[config.mk]
export PLATFORM = sky130hd
export DESIGN_NAME = spi_master_cfg
export DESIGN_NICKNAME = d
export VERILOG_FILES = /design/src/rtl/spi_pkg.sv /design/src/rtl/spi_clk_gen.sv /design/src/rtl/spi_master_cfg.sv
export SDC_FILE = /design/constraint.sdc
export NUM_CORES = 1
export LEC_CHECK = 0
export ABC_CLOCK_PERIOD_IN_PS = 2200
export CORE_ASPECT_RATIO = 1.4
export CORE_MARGIN = 2
export CORE_UTILIZATION = 25
export CTS_CLUSTER_DIAMETER = 60
export DETAILED_ROUTE_END_ITERATION = 10
export HOLD_SLACK_MARGIN = 0.12
export SYNTH_ARGS = -nofsm -noshare
export SYNTH_HDL_FRONTEND = slang
export SYNTH_SLANG_ARGS = --single-unit
[constraint.sdc]
create_clock -name clk -period 2.2 [get_ports clk]
set_input_delay 0.44 -clock clk [delete_from_list [all_inputs] [get_ports clk]]
set_output_delay 0.44 -clock clk [all_outputs]
set_load 0.01 [all_outputs]
[src/rtl/spi_pkg.sv]
// Shared definitions for the configurable SPI master: FSM states, mode encodings
// and a width helper that never returns zero.
package spi_pkg;

   typedef enum logic [1:0] {
      IDLE  = 2'd0,
      SETUP = 2'd1,
      XFER  = 2'd2,
      HOLD  = 2'd3
   } spi_state_t;

   // {cpol, cpha}
   localparam logic [1:0] SPI_MODE0 = 2'b00;
   localparam logic [1:0] SPI_MODE1 = 2'b01;
   localparam logic [1:0] SPI_MODE2 = 2'b10;
   localparam logic [1:0] SPI_MODE3 = 2'b11;

   function automatic int clog2_min1(input int n);
      return (n <= 2) ? 1 : $clog2(n);
   endfunction

endpackage

[src/rtl/spi_clk_gen.sv]
// SCLK generator: divides clk into half-periods while enabled and flags the
// leading/trailing SCLK edges; parks sclk at the idle level when disabled.
module spi_clk_gen
   import spi_pkg::*;
#(
   parameter int DATA_W  = 8,
   parameter int CLK_DIV = 4
) (
   input  logic clk,
   input  logic reset,
   input  logic en,
   input  logic idle_lvl,
   output logic sclk,
   output logic lead,
   output logic trail,
   output logic last
);

   localparam int DIV_W  = clog2_min1(CLK_DIV);
   localparam int HALF_W = clog2_min1(2 * DATA_W);

   logic [DIV_W-1:0]  div_cnt_reg;
   logic [HALF_W-1:0] half_cnt_reg;
   logic              sclk_reg;
   logic              tick;

   // A strobe marks the final clk of a half-period; sclk toggles on that edge.
   assign tick  = en && (div_cnt_reg == DIV_W'(CLK_DIV - 1));
   assign lead  = tick && !half_cnt_reg[0];
   assign trail = tick && half_cnt_reg[0];
   assign last  = tick && (half_cnt_reg == HALF_W'(2 * DATA_W - 1));
   assign sclk  = sclk_reg;

   always_ff @(posedge clk or posedge reset) begin
      if (reset) begin
         div_cnt_reg  <= '0;
         half_cnt_reg <= '0;
         sclk_reg     <= 1'b0;
      end else if (!en) begin
         div_cnt_reg  <= '0;
         half_cnt_reg <= '0;
         sclk_reg     <= idle_lvl;
      end else if (tick) begin
         div_cnt_reg  <= '0;
         half_cnt_reg <= half_cnt_reg + HALF_W'(1);
         sclk_reg     <= ~sclk_reg;
      end else begin
         div_cnt_reg  <= div_cnt_reg + DIV_W'(1);
      end
   end

endmodule

[src/rtl/spi_master_cfg.sv]
// Configurable SPI master: word width, runtime CPOL/CPHA, SCLK divider, one-hot
// chip selects and bit order, fed through a valid/ready transmit handshake.
module spi_master_cfg
   import spi_pkg::*;
#(
   parameter int DATA_W    = 8,
   parameter int NUM_CS    = 4,
   parameter int CLK_DIV   = 4,
   parameter int MSB_FIRST = 1
) (
   input  logic                          clk,
   input  logic                          reset,
   input  logic [DATA_W-1:0]             tx_data,
   input  logic                          tx_valid,
   output logic                          tx_ready,
   input  logic                          cpol,
   input  logic                          cpha,
   input  logic [clog2_min1(NUM_CS)-1:0] cs_sel,
   output logic [DATA_W-1:0]             rx_data,
   output logic                          rx_valid,
   output logic                          busy,
   output logic                          sclk,
   output logic                          mosi,
   input  logic                          miso,
   output logic [NUM_CS-1:0]             cs_n
);

   localparam int CS_W  = clog2_min1(NUM_CS);
   localparam int CNT_W = clog2_min1(CLK_DIV + 1);

   spi_state_t        state_reg;
   logic [CNT_W-1:0]  cnt_reg;
   logic [DATA_W-1:0] tx_shift_reg;
   logic [DATA_W-1:0] rx_shift_reg;
   logic [DATA_W-1:0] rx_data_reg;
   logic              rx_valid_reg;
   logic              tx_ready_reg;
   logic              busy_reg;
   logic              mosi_reg;
   logic [NUM_CS-1:0] cs_n_reg;
   logic              cpol_reg;
   logic              cpha_reg;
   logic [CS_W-1:0]   sel_reg;

   logic [NUM_CS-1:0] cs_dec;
   logic              tx_bit;
   logic [DATA_W-1:0] tx_shift_next;
   logic [DATA_W-1:0] rx_shift_next;
   logic              xfer_en;
   logic              lead;
   logic              trail;
   logic              last;
   logic              sample_now;
   logic              shift_now;

   genvar gi;
   generate
      // An out-of-range index matches no select, so the word runs with all cs_n high.
      for (gi = 0; gi < NUM_CS; gi++) begin : g_cs_dec
         assign cs_dec[gi] = (sel_reg == CS_W'(gi));
      end

      if (MSB_FIRST != 0) begin : g_msb_first
         assign tx_bit        = tx_shift_reg[DATA_W-1];
         assign tx_shift_next = {tx_shift_reg[DATA_W-2:0], 1'b0};
         assign rx_shift_next = {rx_shift_reg[DATA_W-2:0], miso};
      end else begin : g_lsb_first
         assign tx_bit        = tx_shift_reg[0];
         assign tx_shift_next = {1'b0, tx_shift_reg[DATA_W-1:1]};
         assign rx_shift_next = {miso, rx_shift_reg[DATA_W-1:1]};
      end
   endgenerate

   assign xfer_en    = (state_reg == XFER);
   assign sample_now = cpha_reg ? trail : lead;
   assign shift_now  = cpha_reg ? lead : trail;

   spi_clk_gen #(
      .DATA_W  (DATA_W),
      .CLK_DIV (CLK_DIV)
   ) u_clk_gen (
      .clk      (clk),
      .reset    (reset),
      .en       (xfer_en),
      .idle_lvl (cpol_reg),
      .sclk     (sclk),
      .lead     (lead),
      .trail    (trail),
      .last     (last)
   );

   always_ff @(posedge clk or posedge reset) begin
      if (reset) begin
         state_reg    <= IDLE;
         cnt_reg      <= '0;
         tx_shift_reg <= '0;
         rx_shift_reg <= '0;
         rx_data_reg  <= '0;
         rx_valid_reg <= 1'b0;
         tx_ready_reg <= 1'b0;
         busy_reg     <= 1'b0;
         mosi_reg     <= 1'b0;
         cs_n_reg     <= {NUM_CS{1'b1}};
         cpol_reg     <= 1'b0;
         cpha_reg     <= 1'b0;
         sel_reg      <= '0;
      end else begin
         rx_valid_reg <= 1'b0;
         case (state_reg)
            IDLE: begin
               if (tx_valid && tx_ready_reg) begin
                  tx_shift_reg <= tx_data;
                  cpol_reg     <= cpol;
                  cpha_reg     <= cpha;
                  sel_reg      <= cs_sel;
                  tx_ready_reg <= 1'b0;
                  busy_reg     <= 1'b1;
                  cnt_reg      <= '0;
                  state_reg    <= SETUP;
               end else begin
                  tx_ready_reg <= 1'b1;
               end
            end
            SETUP: begin
               // The first SETUP clk only captures the accepted word, so selects
               // and the cpha=0 first bit appear one clk after accept.
               cs_n_reg <= ~cs_dec;
               if (cnt_reg == '0 && !cpha_reg) begin
                  mosi_reg     <= tx_bit;
                  tx_shift_reg <= tx_shift_next;
               end
               if (cnt_reg == CNT_W'(CLK_DIV)) begin
                  cnt_reg   <= '0;
                  state_reg <= XFER;
               end else begin
                  cnt_reg <= cnt_reg + CNT_W'(1);
               end
            end
            XFER: begin
               if (sample_now) begin
                  rx_shift_reg <= rx_shift_next;
               end
               if (shift_now) begin
                  mosi_reg     <= tx_bit;
                  tx_shift_reg <= tx_shift_next;
               end
               if (last) begin
                  state_reg <= HOLD;
               end
            end
            HOLD: begin
               if (cnt_reg == CNT_W'(CLK_DIV - 1)) begin
                  cs_n_reg     <= {NUM_CS{1'b1}};
                  rx_data_reg  <= rx_shift_reg;
                  rx_valid_reg <= 1'b1;
                  busy_reg     <= 1'b0;
                  tx_ready_reg <= 1'b1;
                  cnt_reg      <= '0;
                  state_reg    <= IDLE;
               end else begin
                  cnt_reg <= cnt_reg + CNT_W'(1);
               end
            end
            default: state_reg <= IDLE;
         endcase
      end
   end

   assign tx_ready = tx_ready_reg;
   assign rx_data  = rx_data_reg;
   assign rx_valid = rx_valid_reg;
   assign busy     = busy_reg;
   assign mosi     = mosi_reg;
   assign cs_n     = cs_n_reg;

endmodule

==> flow_metrics.tcl <==
# place-and-route summary
set metrics [dict create \
    status "finished, final reports clean" \
    insertion_delay_ps 290 \
    synthFlopType "dfrtp_1" \
    initial_utilization_pct 25.9 \
    final_cell_mix "dfrtp_1 (44), clkdlybuf4s50_1 (32), mux2_2 (21)" \
    chip_area_mm2 0.00970 \
    fp_nets 210 \
    use_met2_pct 16.3 \
    ioPinCount 33 \
    path_delay_family "simple AND/OR/NAND/NOR gates" \
    comb_share_pct 32.9 \
    route.met3.wl_um 103 \
    min_path_cells 1 \
    yosysTopAreaCell "dfrtp_1" \
    p_total_w 0.00358 \
    topCellsByArea "dfrtp_1 (49%), mux2_2 (11%), ha_1 (6.7%), dfstp_2 (4.7%), mux2i_1 (3.6%)" \
    flop-count 48 \
    dp_hpwl_mm 3.04 \
    place.gp.congestion 0.710 \
    root_buffer "clkbuf_16" \
    ys_ff 48 \
    p_leak_nw 1.29 \
    placed_cells 319 \
    postSynthCellCount 182 \
    cap_violations 0 \
    most_common_cell "dfrtp_1" \
    lay_top_count "dfrtp_1" \
    ys_chip_area_mm2 0.00223 \
]
==> where the power goes <==
| part | internal, W | total (W) | switching, W |
|---|---|---|---|
| clock | 0.000455 | 0.000779 | 0.000323 |
| combinational | 0.000749 | 0.00149 | 0.000746 |
| sequential | 0.00114 | 0.00131 | 0.000171 |
==> cells by family (layout without fill, tap and decap cells) <==
group / count (synthesis) / count (layout) / share of synthesized area (%)
compound gates: 35 / 35 / 10.4
xor+xnor: 5 / 5 / 1.97
fa+ha+maj: 12 / 12 / 6.74
buf+inv: 18 / 58 / 3.71
flops: 48 / 48 / 54.1
mux: 31 / 31 / 15.4
simple gates: 33 / 33 / 7.69
Register map, names as in the netlist:
Drawn at 3 px/um. Other sequential cells in the stronger grey, the rest of the logic in the fainter grey.
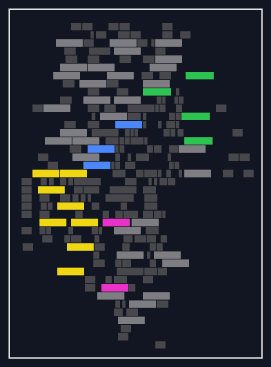
- magenta: `u_clk_gen.div_cnt_reg` (flops 2)
- green: `cs_n` (flops 4; where north-east)
- blue: `cnt_reg` (flops 3)
- yellow: `tx_shift_reg` (flops 8; where west)
power in sequential cells: 0.00131 W
sequential share of cell area: 42.2%
FF+latch area: 0.00121 mm^2
Util after Layout: 33.2%

Drive-strength map:
Drawn at 4 px/um.
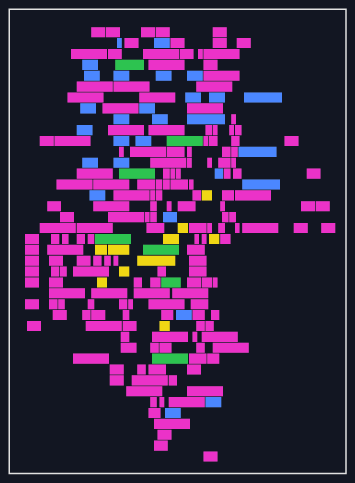
- blue: drive 2 (cells 28; share 13%)
- magenta: drive 1 or less (cells 177; share 80%)
- yellow: drive 3 to 4 (cells 10; share 4.5%)
- green: drive 6 and up (cells 7; share 3.2%)
setup ws final: 226 ps
post-route cell area: 0.00286 mm^2
Non-clk bufs: 39

Metal 3:
Drawn at 4 px/um.
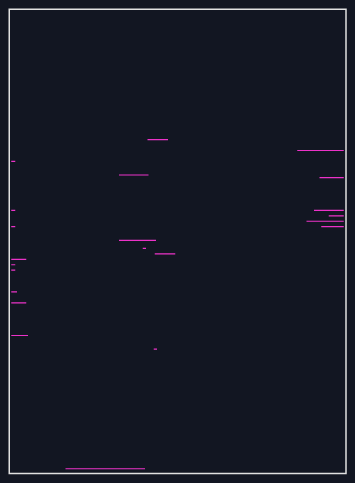
- main direction: horizontal
- wire length on this layer: 103 um
GR Util met3: 1.42%
Total Wirelength: 4.21 mm
vias post-DR: 1451

Power and IR drop assume default switching activity.
